==> config.mk <==
export PLATFORM = sky130hd
export DESIGN_NAME = axil2sreg_bridge_flat
export DESIGN_NICKNAME = d
export VERILOG_FILES = /design/src/rtl/axil2sreg_bridge_pkg.sv /design/src/rtl/axil2sreg_bridge_if.sv /design/src/rtl/axil2sreg_bridge.sv /design/src/flat_wrapper.sv
export SDC_FILE = /design/constraint.sdc
export NUM_CORES = 1
export LEC_CHECK = 0
export ABC_AREA = 1
export CAP_MARGIN = 0
export CORE_MARGIN = 8
export CORE_UTILIZATION = 45
export DETAILED_ROUTE_END_ITERATION = 8
export PLACE_DENSITY = 0.78
export SYNTH_ARGS = -nofsm -noshare
export SYNTH_HDL_FRONTEND = slang
export SYNTH_SLANG_ARGS = --single-unit
==> constraint.sdc <==
create_clock -name clk -period 1.8 [get_ports clk]
set_input_delay 0.36 -clock clk [delete_from_list [all_inputs] [get_ports clk]]
set_output_delay 0.36 -clock clk [all_outputs]
set_load 0.005 [all_outputs]
==> src/rtl/axil2sreg_bridge_pkg.sv <==
// Shared definitions for the AXI4-Lite to simple register bus bridge:
// FSM state encodings, AXI response codes and the write-response helper.
package axil2sreg_bridge_pkg;

    typedef enum logic [2:0] {
        ST_IDLE     = 3'd0,
        ST_WR_ISSUE = 3'd1,
        ST_WR_RESP  = 3'd2,
        ST_RD_ISSUE = 3'd3,
        ST_RD_WAIT  = 3'd4,
        ST_RD_RESP  = 3'd5
    } state_e;

    localparam logic [1:0] AXI_RESP_OKAY   = 2'b00;
    localparam logic [1:0] AXI_RESP_SLVERR = 2'b10;
    localparam logic [3:0] WSTRB_FULL      = 4'hF;

    // Only a full-word write reaches the register bus; anything else is refused.
    function automatic logic [1:0] wr_resp(input logic [3:0] strb);
        return (strb == WSTRB_FULL) ? AXI_RESP_OKAY : AXI_RESP_SLVERR;
    endfunction

endpackage

==> src/rtl/axil2sreg_bridge_if.sv <==
// AXI4-Lite channel bundle between the PS GP master and the register-bus bridge.
interface axil2sreg_bridge_if;

    logic [31:0] s_axi_awaddr;
    logic        s_axi_awvalid;
    logic        s_axi_awready;
    logic [31:0] s_axi_wdata;
    logic [3:0]  s_axi_wstrb;
    logic        s_axi_wvalid;
    logic        s_axi_wready;
    logic [1:0]  s_axi_bresp;
    logic        s_axi_bvalid;
    logic        s_axi_bready;
    logic [31:0] s_axi_araddr;
    logic        s_axi_arvalid;
    logic        s_axi_arready;
    logic [31:0] s_axi_rdata;
    logic [1:0]  s_axi_rresp;
    logic        s_axi_rvalid;
    logic        s_axi_rready;

    modport slave (
        input  s_axi_awaddr, s_axi_awvalid, s_axi_wdata, s_axi_wstrb, s_axi_wvalid,
               s_axi_bready, s_axi_araddr, s_axi_arvalid, s_axi_rready,
        output s_axi_awready, s_axi_wready, s_axi_bresp, s_axi_bvalid,
               s_axi_arready, s_axi_rdata, s_axi_rresp, s_axi_rvalid
    );

    modport master (
        output s_axi_awaddr, s_axi_awvalid, s_axi_wdata, s_axi_wstrb, s_axi_wvalid,
               s_axi_bready, s_axi_araddr, s_axi_arvalid, s_axi_rready,
        input  s_axi_awready, s_axi_wready, s_axi_bresp, s_axi_bvalid,
               s_axi_arready, s_axi_rdata, s_axi_rresp, s_axi_rvalid
    );

endinterface

==> src/rtl/axil2sreg_bridge.sv <==
// AXI4-Lite slave that issues one-cycle en/wen strobes on the simple register bus,
// one transaction at a time, and returns registered slave read data after RD_LAT cycles.
module axil2sreg_bridge
    import axil2sreg_bridge_pkg::*;
#(
    parameter int RD_LAT = 1,
    parameter int AW     = 18
) (
    input  logic                 clk,
    input  logic                 rst,
    axil2sreg_bridge_if.slave    axil,
    output logic                 sreg_en_o,
    output logic                 sreg_wen_o,
    output logic [AW-1:0]        sreg_addr_o,
    output logic [31:0]          sreg_din_o,
    input  logic [31:0]          sreg_dout_i
);

    localparam int            CW       = $clog2(RD_LAT + 1);
    localparam logic [CW-1:0] CNT_LAST = CW'(RD_LAT - 1);

    state_e          state_q, state_d;
    logic            aw_held_q, aw_held_d;
    logic            w_held_q, w_held_d;
    logic            ar_held_q, ar_held_d;
    logic            last_wr_q, last_wr_d;
    logic [CW-1:0]   cnt_q, cnt_d;
    logic [AW-1:0]   awaddr_q, awaddr_d;
    logic [AW-1:0]   araddr_q, araddr_d;
    logic [31:0]     wdata_q, wdata_d;
    logic [3:0]      wstrb_q, wstrb_d;

    logic            awready_q, awready_d;
    logic            wready_q, wready_d;
    logic            arready_q, arready_d;
    logic            bvalid_q, bvalid_d;
    logic [1:0]      bresp_q, bresp_d;
    logic            rvalid_q, rvalid_d;
    logic [31:0]     rdata_q, rdata_d;
    logic            sreg_en_q, sreg_en_d;
    logic            sreg_wen_q, sreg_wen_d;
    logic [AW-1:0]   sreg_addr_q, sreg_addr_d;
    logic [31:0]     sreg_din_q, sreg_din_d;

    logic            aw_hs_s, w_hs_s, ar_hs_s;
    logic            wr_pend_s, rd_pend_s;
    logic            wr_done_s, rd_done_s;
    logic            unused_addr_hi_s;

    assign unused_addr_hi_s = ^{axil.s_axi_awaddr[31:AW], axil.s_axi_araddr[31:AW]};

    assign aw_hs_s   = axil.s_axi_awvalid && awready_q;
    assign w_hs_s    = axil.s_axi_wvalid  && wready_q;
    assign ar_hs_s   = axil.s_axi_arvalid && arready_q;
    assign wr_pend_s = aw_held_q && w_held_q;
    assign rd_pend_s = ar_held_q;
    assign wr_done_s = (state_q == ST_WR_RESP) && axil.s_axi_bready;
    assign rd_done_s = (state_q == ST_RD_RESP) && axil.s_axi_rready;

    // State, capture and output registers.
    always_ff @(posedge clk) begin
        if (rst) begin
            state_q     <= ST_IDLE;
            aw_held_q   <= 1'b0;
            w_held_q    <= 1'b0;
            ar_held_q   <= 1'b0;
            last_wr_q   <= 1'b0;
            cnt_q       <= {CW{1'b0}};
            awaddr_q    <= {AW{1'b0}};
            araddr_q    <= {AW{1'b0}};
            wdata_q     <= 32'd0;
            wstrb_q     <= 4'd0;
            awready_q   <= 1'b0;
            wready_q    <= 1'b0;
            arready_q   <= 1'b0;
            bvalid_q    <= 1'b0;
            bresp_q     <= AXI_RESP_OKAY;
            rvalid_q    <= 1'b0;
            rdata_q     <= 32'd0;
            sreg_en_q   <= 1'b0;
            sreg_wen_q  <= 1'b0;
            sreg_addr_q <= {AW{1'b0}};
            sreg_din_q  <= 32'd0;
        end else begin
            state_q     <= state_d;
            aw_held_q   <= aw_held_d;
            w_held_q    <= w_held_d;
            ar_held_q   <= ar_held_d;
            last_wr_q   <= last_wr_d;
            cnt_q       <= cnt_d;
            awaddr_q    <= awaddr_d;
            araddr_q    <= araddr_d;
            wdata_q     <= wdata_d;
            wstrb_q     <= wstrb_d;
            awready_q   <= awready_d;
            wready_q    <= wready_d;
            arready_q   <= arready_d;
            bvalid_q    <= bvalid_d;
            bresp_q     <= bresp_d;
            rvalid_q    <= rvalid_d;
            rdata_q     <= rdata_d;
            sreg_en_q   <= sreg_en_d;
            sreg_wen_q  <= sreg_wen_d;
            sreg_addr_q <= sreg_addr_d;
            sreg_din_q  <= sreg_din_d;
        end
    end

    // Next-state: arbitration favours whichever access type was not served last.
    always_comb begin
        state_d = state_q;
        case (state_q)
            ST_IDLE: begin
                if (wr_pend_s && (!rd_pend_s || !last_wr_q)) begin
                    state_d = ST_WR_ISSUE;
                end else if (rd_pend_s) begin
                    state_d = ST_RD_ISSUE;
                end else begin
                    state_d = ST_IDLE;
                end
            end
            ST_WR_ISSUE: state_d = ST_WR_RESP;
            ST_WR_RESP: begin
                if (axil.s_axi_bready) begin
                    state_d = ST_IDLE;
                end else begin
                    state_d = ST_WR_RESP;
                end
            end
            ST_RD_ISSUE: state_d = ST_RD_WAIT;
            ST_RD_WAIT: begin
                if (cnt_q == CNT_LAST) begin
                    state_d = ST_RD_RESP;
                end else begin
                    state_d = ST_RD_WAIT;
                end
            end
            ST_RD_RESP: begin
                if (axil.s_axi_rready) begin
                    state_d = ST_IDLE;
                end else begin
                    state_d = ST_RD_RESP;
                end
            end
            default: state_d = ST_IDLE;
        endcase
    end

    // Channel capture, held flags, arbitration history and read-latency counter.
    always_comb begin
        aw_held_d = wr_done_s ? 1'b0 : (aw_held_q || aw_hs_s);
        w_held_d  = wr_done_s ? 1'b0 : (w_held_q  || w_hs_s);
        ar_held_d = rd_done_s ? 1'b0 : (ar_held_q || ar_hs_s);
        awaddr_d  = aw_hs_s ? axil.s_axi_awaddr[AW-1:0] : awaddr_q;
        araddr_d  = ar_hs_s ? axil.s_axi_araddr[AW-1:0] : araddr_q;
        wdata_d   = w_hs_s  ? axil.s_axi_wdata : wdata_q;
        wstrb_d   = w_hs_s  ? axil.s_axi_wstrb : wstrb_q;
        if (state_d == ST_WR_ISSUE) begin
            last_wr_d = 1'b1;
        end else if (state_d == ST_RD_ISSUE) begin
            last_wr_d = 1'b0;
        end else begin
            last_wr_d = last_wr_q;
        end
        if ((state_q == ST_RD_WAIT) && (state_d == ST_RD_WAIT)) begin
            cnt_d = cnt_q + {{(CW-1){1'b0}}, 1'b1};
        end else begin
            cnt_d = {CW{1'b0}};
        end
    end

    // Output decode from the upcoming state so every output leaves a flop.
    always_comb begin
        awready_d   = (state_d == ST_IDLE) && !aw_held_d;
        wready_d    = (state_d == ST_IDLE) && !w_held_d;
        arready_d   = (state_d == ST_IDLE) && !ar_held_d;
        bvalid_d    = (state_d == ST_WR_RESP);
        rvalid_d    = (state_d == ST_RD_RESP);
        bresp_d     = bresp_q;
        sreg_en_d   = 1'b0;
        sreg_wen_d  = 1'b0;
        sreg_addr_d = sreg_addr_q;
        sreg_din_d  = sreg_din_q;
        if (state_d == ST_WR_ISSUE) begin
            bresp_d = wr_resp(wstrb_q);
            if (wstrb_q == WSTRB_FULL) begin
                sreg_en_d   = 1'b1;
                sreg_wen_d  = 1'b1;
                sreg_addr_d = awaddr_q;
                sreg_din_d  = wdata_q;
            end else begin
                sreg_en_d   = 1'b0;
            end
        end else if (state_d == ST_RD_ISSUE) begin
            sreg_en_d   = 1'b1;
            sreg_addr_d = araddr_q;
        end else begin
            sreg_en_d   = 1'b0;
        end
        if ((state_q == ST_RD_WAIT) && (state_d == ST_RD_RESP)) begin
            rdata_d = sreg_dout_i;
        end else begin
            rdata_d = rdata_q;
        end
    end

    assign axil.s_axi_awready = awready_q;
    assign axil.s_axi_wready  = wready_q;
    assign axil.s_axi_arready = arready_q;
    assign axil.s_axi_bvalid  = bvalid_q;
    assign axil.s_axi_bresp   = bresp_q;
    assign axil.s_axi_rvalid  = rvalid_q;
    assign axil.s_axi_rdata   = rdata_q;
    assign axil.s_axi_rresp   = AXI_RESP_OKAY;
    assign sreg_en_o          = sreg_en_q;
    assign sreg_wen_o         = sreg_wen_q;
    assign sreg_addr_o        = sreg_addr_q;
    assign sreg_din_o         = sreg_din_q;

endmodule
==> src/flat_wrapper.sv <==
// flat-port wrapper written by rule: the top's interface ports become plain ports
module axil2sreg_bridge_flat import axil2sreg_bridge_pkg::*;
#(
    parameter int RD_LAT = 1,
    parameter int AW     = 18
)
  (clk, rst, sreg_en_o, sreg_wen_o, sreg_addr_o, sreg_din_o, sreg_dout_i, axil_s_axi_awaddr, axil_s_axi_awvalid, axil_s_axi_wdata, axil_s_axi_wstrb, axil_s_axi_wvalid, axil_s_axi_bready, axil_s_axi_araddr, axil_s_axi_arvalid, axil_s_axi_rready, axil_s_axi_awready, axil_s_axi_wready, axil_s_axi_bresp, axil_s_axi_bvalid, axil_s_axi_arready, axil_s_axi_rdata, axil_s_axi_rresp, axil_s_axi_rvalid);
  axil2sreg_bridge_if axil_i ();
  input  logic clk;
  input  logic rst;
  output logic sreg_en_o;
  output logic sreg_wen_o;
  output logic [AW-1:0] sreg_addr_o;
  output logic [31:0] sreg_din_o;
  input  logic [31:0] sreg_dout_i;
  input wire logic [$bits(axil_i.s_axi_awaddr)-1:0] axil_s_axi_awaddr;
  input wire logic [$bits(axil_i.s_axi_awvalid)-1:0] axil_s_axi_awvalid;
  input wire logic [$bits(axil_i.s_axi_wdata)-1:0] axil_s_axi_wdata;
  input wire logic [$bits(axil_i.s_axi_wstrb)-1:0] axil_s_axi_wstrb;
  input wire logic [$bits(axil_i.s_axi_wvalid)-1:0] axil_s_axi_wvalid;
  input wire logic [$bits(axil_i.s_axi_bready)-1:0] axil_s_axi_bready;
  input wire logic [$bits(axil_i.s_axi_araddr)-1:0] axil_s_axi_araddr;
  input wire logic [$bits(axil_i.s_axi_arvalid)-1:0] axil_s_axi_arvalid;
  input wire logic [$bits(axil_i.s_axi_rready)-1:0] axil_s_axi_rready;
  output wire logic [$bits(axil_i.s_axi_awready)-1:0] axil_s_axi_awready;
  output wire logic [$bits(axil_i.s_axi_wready)-1:0] axil_s_axi_wready;
  output wire logic [$bits(axil_i.s_axi_bresp)-1:0] axil_s_axi_bresp;
  output wire logic [$bits(axil_i.s_axi_bvalid)-1:0] axil_s_axi_bvalid;
  output wire logic [$bits(axil_i.s_axi_arready)-1:0] axil_s_axi_arready;
  output wire logic [$bits(axil_i.s_axi_rdata)-1:0] axil_s_axi_rdata;
  output wire logic [$bits(axil_i.s_axi_rresp)-1:0] axil_s_axi_rresp;
  output wire logic [$bits(axil_i.s_axi_rvalid)-1:0] axil_s_axi_rvalid;
  assign axil_i.s_axi_awaddr = axil_s_axi_awaddr;
  assign axil_i.s_axi_awvalid = axil_s_axi_awvalid;
  assign axil_i.s_axi_wdata = axil_s_axi_wdata;
  assign axil_i.s_axi_wstrb = axil_s_axi_wstrb;
  assign axil_i.s_axi_wvalid = axil_s_axi_wvalid;
  assign axil_i.s_axi_bready = axil_s_axi_bready;
  assign axil_i.s_axi_araddr = axil_s_axi_araddr;
  assign axil_i.s_axi_arvalid = axil_s_axi_arvalid;
  assign axil_i.s_axi_rready = axil_s_axi_rready;
  assign axil_s_axi_awready = axil_i.s_axi_awready;
  assign axil_s_axi_wready = axil_i.s_axi_wready;
  assign axil_s_axi_bresp = axil_i.s_axi_bresp;
  assign axil_s_axi_bvalid = axil_i.s_axi_bvalid;
  assign axil_s_axi_arready = axil_i.s_axi_arready;
  assign axil_s_axi_rdata = axil_i.s_axi_rdata;
  assign axil_s_axi_rresp = axil_i.s_axi_rresp;
  assign axil_s_axi_rvalid = axil_i.s_axi_rvalid;
  axil2sreg_bridge #(.RD_LAT(RD_LAT), .AW(AW)) u_core (.clk(clk), .rst(rst), .axil(axil_i), .sreg_en_o(sreg_en_o), .sreg_wen_o(sreg_wen_o), .sreg_addr_o(sreg_addr_o), .sreg_din_o(sreg_din_o), .sreg_dout_i(sreg_dout_i));
endmodule
==> results.txt <==
Synthesis and place-and-route results.

- By instance count after routing, the leading logic cell types are sky130_fd_sc_hd__clkdlybuf4s50_1, sky130_fd_sc_hd__nor2_1, sky130_fd_sc_hd__dfxtp_1.
- The number of warnings in the stage logs is 54.
- The clock distribution area overhead in the final layout is 0.06820.
- The fraction of final cell area spent on non-clock buffers in this run is 0.2493.
- The number of clock buffers added by TritonCTS is 17.
- Post-CTS timing repair inserted 0 buffers for setup.
- Setup repair after global routing left no endpoint under its margin.
- The number of buffers other than clock buffers in the final layout is 228.
- The clock latency reported for the late side of the worst-skew pair is 0.42 ns.
- The report lists the power per cell area as 1031 mW/mm^2.
- The run finished with clean final reports.
- The least setup slack across all paths after layout is 0.07434 ns.
- Of the total synthesized cell area, the portion taken by full adders, half adders and majority gates is 0.
- The clock passes through at most 2 buffers.
- After synthesis the cells add up to 0.006406 sq mm.
- Per the layout report, the design carries 83 non-clock inverters.
- The final antenna diode tally reported by the flow is 0.
- The largest stage delay on the critical path is 0.54 ns.
- STA classifies the critical path startpoint as a register.
- The worst hold path startpoint is u_core.axil.s_axi_rdata[8].
- The number of pins with negative max-slew slack in the final report is 0.
- Dividing the detail-routed via count by the number of cells gives 4.785.
- The worst hold path terminates at u_core.axil.s_axi_rdata[8].
- The effective utilization at floorplan is 0.4615.
- The main area contributors are sky130_fd_sc_hd__dfxtp_1, sky130_fd_sc_hd__nor2_1, sky130_fd_sc_hd__o21ai_0.
- The critical path starts at u_core.axil.s_axi_awready.
- The signal arrival time at the worst endpoint is 1.37 ns.
- The sequential portion of the cell area is 0.3640.
- The met1 global-route usage is 0.2359.
- The total negative slack for setup checks is 0 ns.
- In this run the maximum-capacitance check reported violations numbering 0.
- The ratio of cells with drive above 1 in the final layout is 0.07217.
gate_families.png
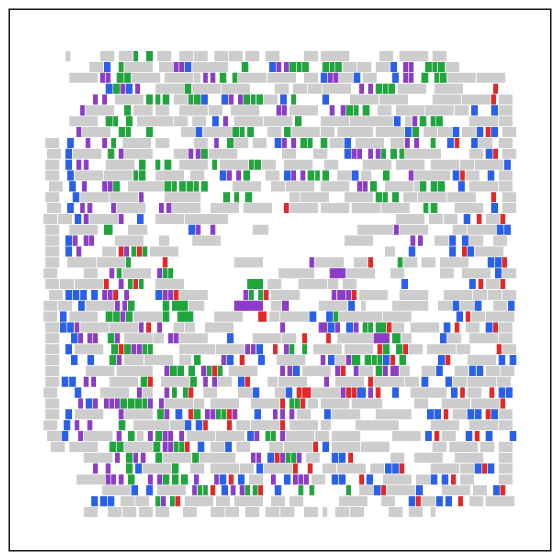
- blue: inverting AOI/OAI gates (cells 164; where spread over the die)
- green: NAND gates (cells 188)
- red: inverters (cells 83)
- purple: NOR gates (cells 184)

final_congestion.png
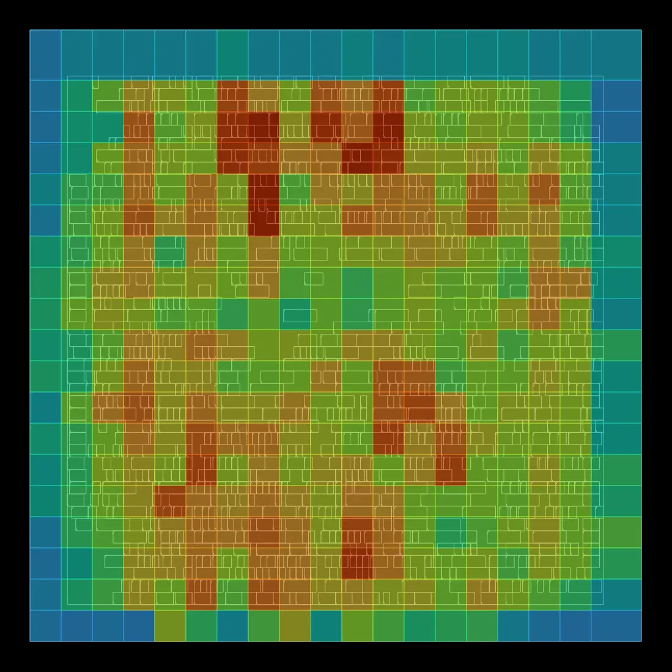
met3 track demand over resource in global routing: 0.05156
routing layer with the top usage in global route: met2
global routing met2 resource utilization: 0.3032
total track usage: 0.1886

No activity file was given, so power comes from the tool's default toggle rates.
